<file path="src/rtl/keypad_scan.sv">
// keypad_scan -- 4x4 key-matrix scanner with whole-scan debounce and bus
// registers at 0xf4 KEY, 0xf5 DEBLO, 0xf6 DEBHI, 0xf7 CTRL.
// Build option KEYPAD_IRQ_EN: irq = valid & irq_mask with the mask in CTRL
// bit2; when undefined irq is tied low and CTRL bit2 reads 0.
//
// state   | meaning
// IDLE    | scanning stopped, all rows released
// SCAN    | row `row` driven low for 2^SCAN_BITS cycles, sampled on last cycle
// COMPARE | one cycle: debounce the full scan, commit, raise key events
module keypad_scan #(
  parameter int SCAN_BITS = 12,
  parameter int DEB_SCANS = 3
) (
  input  logic       clk,
  input  logic       rst_n,
  input  logic       we,
  input  logic       re,
  input  logic [7:0] addr,
  input  logic [7:0] in,
  output logic [7:0] out,
  output logic [3:0] row_n,
  input  logic [3:0] col_n,
  output logic       irq
);
  localparam logic [3:0] DEB_MAX = 4'(DEB_SCANS);

  typedef enum logic [1:0] {IDLE, SCAN, COMPARE} state_t;

  state_t               state;
  logic [1:0]           row;
  logic [SCAN_BITS-1:0] tmr;
  logic [15:0]          scan_buf;
  logic [15:0]          prev_buf;
  logic [15:0]          deb;
  logic [3:0]           stable;
  logic                 valid;
  logic                 overrun;
  logic [3:0]           code;
  logic                 enable;
  logic [3:0]           col_meta;
  logic [3:0]           col_sync;

  logic wr_ctrl, rd_key, clr, en_next;
  assign wr_ctrl = we && (addr == 8'hf7);
  assign rd_key  = re && (addr == 8'hf4);
  assign clr     = wr_ctrl && in[1];
  // a CTRL write takes effect on the FSM in the same cycle it is issued
  assign en_next = wr_ctrl ? in[0] : enable;

  logic [15:0] new_keys;
  logic [3:0]  stable_next;
  logic [3:0]  new_code;
  logic        commit, event_hit, multi, valid_eff, overrun_eff;

  // debounce decision and press-event encoding for the COMPARE cycle
  always_comb begin
    stable_next = (scan_buf == prev_buf) ?
                  ((stable >= DEB_MAX) ? DEB_MAX : stable + 4'd1) : 4'd1;
    commit      = (state == COMPARE) && (stable_next == DEB_MAX) && (scan_buf != deb);
    new_keys    = scan_buf & ~deb;
    event_hit   = commit && (new_keys != 16'h0);
    multi       = (new_keys & (new_keys - 16'd1)) != 16'h0;
    new_code    = 4'd0;
    for (int k = 15; k >= 0; k--) begin
      if (new_keys[k]) new_code = 4'(k);
    end
    // a clearing read in the same cycle as an event acts as if it came first
    valid_eff   = valid && !rd_key;
    overrun_eff = overrun && !rd_key;
  end

  // two-flop synchronizer for the asynchronous column lines
  always_ff @(posedge clk) begin
    if (!rst_n) begin
      col_meta <= 4'b1111;
      col_sync <= 4'b1111;
    end else begin
      col_meta <= col_n;
      col_sync <= col_meta;
    end
  end

  // scan FSM, debounce state and the KEY/CTRL registers
  always_ff @(posedge clk) begin
    if (!rst_n) begin
      state    <= IDLE;
      row      <= 2'd0;
      tmr      <= '0;
      row_n    <= 4'b1111;
      scan_buf <= 16'h0;
      prev_buf <= 16'h0;
      deb      <= 16'h0;
      stable   <= 4'd0;
      valid    <= 1'b0;
      overrun  <= 1'b0;
      code     <= 4'd0;
      enable   <= 1'b1;
    end else begin
      case (state)
        IDLE: begin
          if (en_next) begin
            state <= SCAN;
            row   <= 2'd0;
            tmr   <= '1;
            row_n <= 4'b1110;
          end
        end
        SCAN: begin
          if (!en_next) begin
            state    <= IDLE;
            row_n    <= 4'b1111;
            scan_buf <= 16'h0;
            stable   <= 4'd0;
          end else begin
            tmr <= tmr - SCAN_BITS'(1);
            if (tmr == '0) begin
              scan_buf[{row, 2'b00} +: 4] <= ~col_sync;
              if (row == 2'd3) begin
                state <= COMPARE;
                row_n <= 4'b1111;
              end else begin
                row   <= row + 2'd1;
                tmr   <= '1;
                row_n <= ~(4'b0001 << (row + 2'd1));
              end
            end
          end
        end
        COMPARE: begin
          prev_buf <= scan_buf;
          stable   <= stable_next;
          if (commit) deb <= scan_buf;
          if (en_next) begin
            state <= SCAN;
            row   <= 2'd0;
            tmr   <= '1;
            row_n <= 4'b1110;
          end else begin
            state <= IDLE;
          end
        end
        default: begin
          state <= IDLE;
          row_n <= 4'b1111;
        end
      endcase

      if (event_hit) begin
        valid   <= 1'b1;
        code    <= new_code;
        overrun <= overrun_eff | valid_eff | multi;
      end else if (rd_key) begin
        valid   <= 1'b0;
        overrun <= 1'b0;
      end

      if (wr_ctrl) enable <= in[0];

      // clear beats a commit landing in the same cycle
      if (clr) begin
        valid   <= 1'b0;
        overrun <= 1'b0;
        code    <= 4'd0;
        deb     <= 16'h0;
        stable  <= 4'd0;
      end
    end
  end

`ifdef KEYPAD_IRQ_EN
  logic irq_mask;
  logic unused_in;
  assign unused_in = ^in[7:3];

  // interrupt mask held in CTRL bit2
  always_ff @(posedge clk) begin
    if (!rst_n)       irq_mask <= 1'b0;
    else if (wr_ctrl) irq_mask <= in[2];
  end
`else
  logic irq_mask;
  logic unused_in;
  assign irq_mask  = 1'b0;
  assign unused_in = ^in[7:2];
`endif

  assign irq = valid & irq_mask;

  // registered read mux, loaded every cycle from addr
  always_ff @(posedge clk) begin
    if (!rst_n) begin
      out <= 8'h00;
    end else begin
      case (addr)
        8'hf4:   out <= {valid, overrun, 2'b00, code};
        8'hf5:   out <= deb[7:0];
        8'hf6:   out <= deb[15:8];
        8'hf7:   out <= {5'b00000, irq_mask, 1'b0, enable};
        default: out <= 8'h00;
      endcase
    end
  end
endmodule

</file>
<file path="config.mk">
export PLATFORM = sky130hd
export DESIGN_NAME = keypad_scan
export DESIGN_NICKNAME = d
export VERILOG_FILES = /design/src/rtl/keypad_scan.sv
export SDC_FILE = /design/constraint.sdc
export NUM_CORES = 1
export LEC_CHECK = 0
export CORE_MARGIN = 5
export CORE_UTILIZATION = 25
export DETAILED_ROUTE_END_ITERATION = 8
export PLACE_DENSITY = 0.5
export SYNTH_ARGS = -nofsm -noshare
export SYNTH_HDL_FRONTEND = slang
export SYNTH_SLANG_ARGS = --single-unit
</file>
<file path="constraint.sdc">
create_clock -name clk -period 5.8 [get_ports clk]
set_clock_uncertainty 0.2 [all_clocks]
set_input_delay 1.74 -clock clk [delete_from_list [all_inputs] [get_ports clk]]
set_output_delay 1.74 -clock clk [all_outputs]
set_load 0.1 [all_outputs]
</file>
Fig. 1: where the registers sit
Scale: 3 px per um. Other sequential cells in the stronger grey, the rest of the logic in the fainter grey.
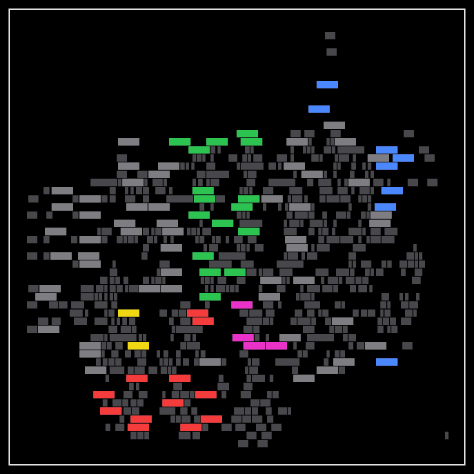
| name in the netlist | colour | placed flops |
|---|---|---|
| stable | magenta | 4 |
| state | yellow | 2 |
| tmr | red | 12 |
| out | blue | 8 |
| prev_buf | green | 16 |
not coloured: 53

Fig. 2: routing congestion map
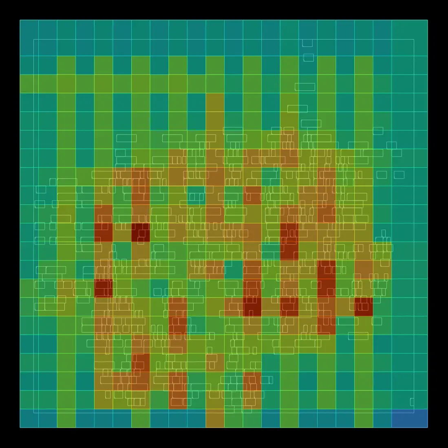
global route hottest layer: met2
Tot GR Track Use: 11.7%
WL/cell: 14.8 um

Fig. 3: clock distribution
Scale: 2 px per um.
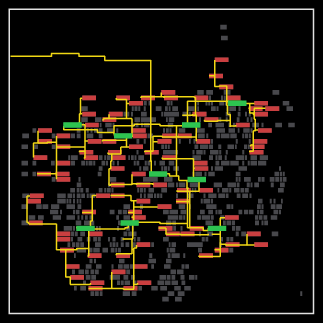
[flip-flops] red | count: 95
[cells driving clock nets] green | count: 9
[clock wires] yellow | length: 1250 um
routed clock nets: 10

Fig. 4: wiring by layer
Scale: 2 px per um.
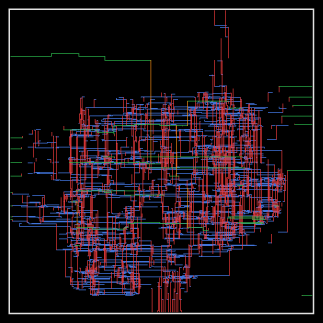
| layer | colour | wire length |
|---|---|---|
| met4 | orange | 123 um |
| met3 | green | 628 um |
| met1 | blue | 6110 um |
| met2 | red | 5990 um |

Fig. 5: zoomed window
Region (104, 28) to (124, 48) um. Cells in grey, sequential cells in the stronger grey; small squares are vias.
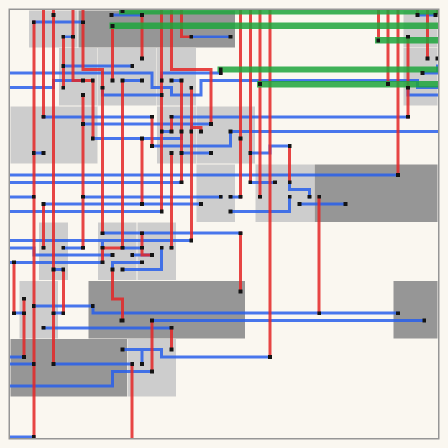
| layer | colour |
|---|---|
| met3 | green |
| met1 | blue |
| met2 | red |
netlist names of flops here include: code (2)
most frequent: a21oi_1 (4), dfxtp_1 (4), nand3_1 (2)
sequential cells in the window: 4
cells with their middle in the window: 19

==> run summary <==
flow finished, numbers: Nets at Floorplan=632, largest family of logic cells by area=simple AND/OR/NAND/NOR gates, synthesized area=4990 um2, hold path depth=1, Crit Path Max Fanout=11, Data arrival, critical path=4.26 ns, Comb power=0.0848 mW, die height=151 um, Worst Path Required=5.87 ns, Comb/total area=49.4%, count leader, synth=nand2_1, total negative slack=0 ns, drt drc=0, IO Count=37, Top FF cell, synth=dfxtp_1, Buffers, non-clock=34, CTS resizes=0, area grow syn2layout=16.0%, XOR-XNOR Cells, Area Fraction=3.68%, CTS tree=done, EDFF count, synth=0, post-synth cell types=65, status=finished, final reports clean, Place WS=1.27 ns, final worst-path setup slack=1.61 ns, critical path, cell by cell=clkdlybuf4s50_1, nand3_1, o31ai_2, nand2_2, a21oi_2, mux2i_1, Crit path buffers/inverters=1, Root Driver=clkbuf_16, Met3 Wirelength=628 um, most frequent cells in the layout=103 x nand2_1, 95 x dfxtp_1, 41 x a21oi_1, 32 x nor2_1, min-delay src=col_meta[1], HP Class=reg -> reg, CP Capture Point=scan_buf[15], n_diodes=0, post-synthesis register bit count=95, reg-to-reg critical path startpoint=scan_buf[12], hold_buf cts=0, largest cells by area after synthesis=dfxtp_1 38%, nand2_1 7.7%, ha_1 6.8%, mux2i_1 5.8%, a21oi_1 4.2%, placed insts=852, Crit Path Category=in -> reg, final hold vios=0, Power Clock=0.549 mW, Post-Synthesis Cells=581, post-synthesis simple-gate area fraction=25.5%, vias post-DR=4139, Latency at later pin=0.35 ns, Fillers=2115, Met1 Wirelength=6110 um, Site Rows=51, sw frac=23.7%, First-pass DRT Iterations=4, Register-to-Register Setup Slack=3.18 ns, GR Layer Usage met2=18.9%, max cap viols=0, Period minus WS final=4.19 ns, worst reg2reg path endpoint=code[0], Clock power frac=41.9%, RSZ-0062 raised after global routing=false, Critical path origin=addr[1], post-route insts no fill=867, Port-buffer cells=29, Largest regs=deb (16), prev_buf (16), scan_buf (16), Core ar.=19600 um2, Async SR Flop Fraction=0%, Max power group=registers, Clock Buffer Count=11, area of the multi-input gates=2860 um2, mux frac, synth=6.49%, crit end category=register, vias in the first global route=4097, Compound-Gate Fraction of Synth Area=14.4%, clk cell area share=4.71%, Seq cells=95, leakage power=2.10 nW, final instance area=5800 um2, DR WL met2=5990 um, CTS clock-pin slew for the worst setup and hold paths=0.06 ns, NetSw=0.311 mW, vias per std cell=4.77, max layer used=met4, Register Area=1900 um2, DP Area=5520 um2, Multi-Input Combinational=432, Chip Area=22900 um2, final setup fails=0, Yosys Chip Area=4990 um2, first-pass GRT wire length=21200 um, Worst Max-Slew Pin Slew=1.00 ns, WP depth=6, gr ovfl total=0, CTS buffer count=9, share of post-route cells with drive strength above 1=6.48%, Comb pwr share=6.5%, met3 Use GR=3.14%, tool warnings=40, CTS sink cnt=95, top cell category=logic gates, initial antenna violation count=0, Fmax=0.239 GHz, Routed WL=12900 um, CP startpoint kind=input port, synthesis warning total=0, terminating pin of the worst hold path=col_sync[1], H-tree depth=3, GPL Wtd Cong=0.855, Power Total=1.31 mW, peak supply drop=0.161 mV, normalized max-slew margin=32.9%, pwr dens=226 nW/um2, Max-area cell share=38.1%, fa+ha+maj area frac=6.96%, Commonest cells post-synth=103 x nand2_1, 95 x dfxtp_1, 42 x a21oi_1, Commonest Layout Cell=nand2_1, CP delay by family, top=AND-OR/OR-AND gates
Power is estimated from default activity; no workload was simulated.
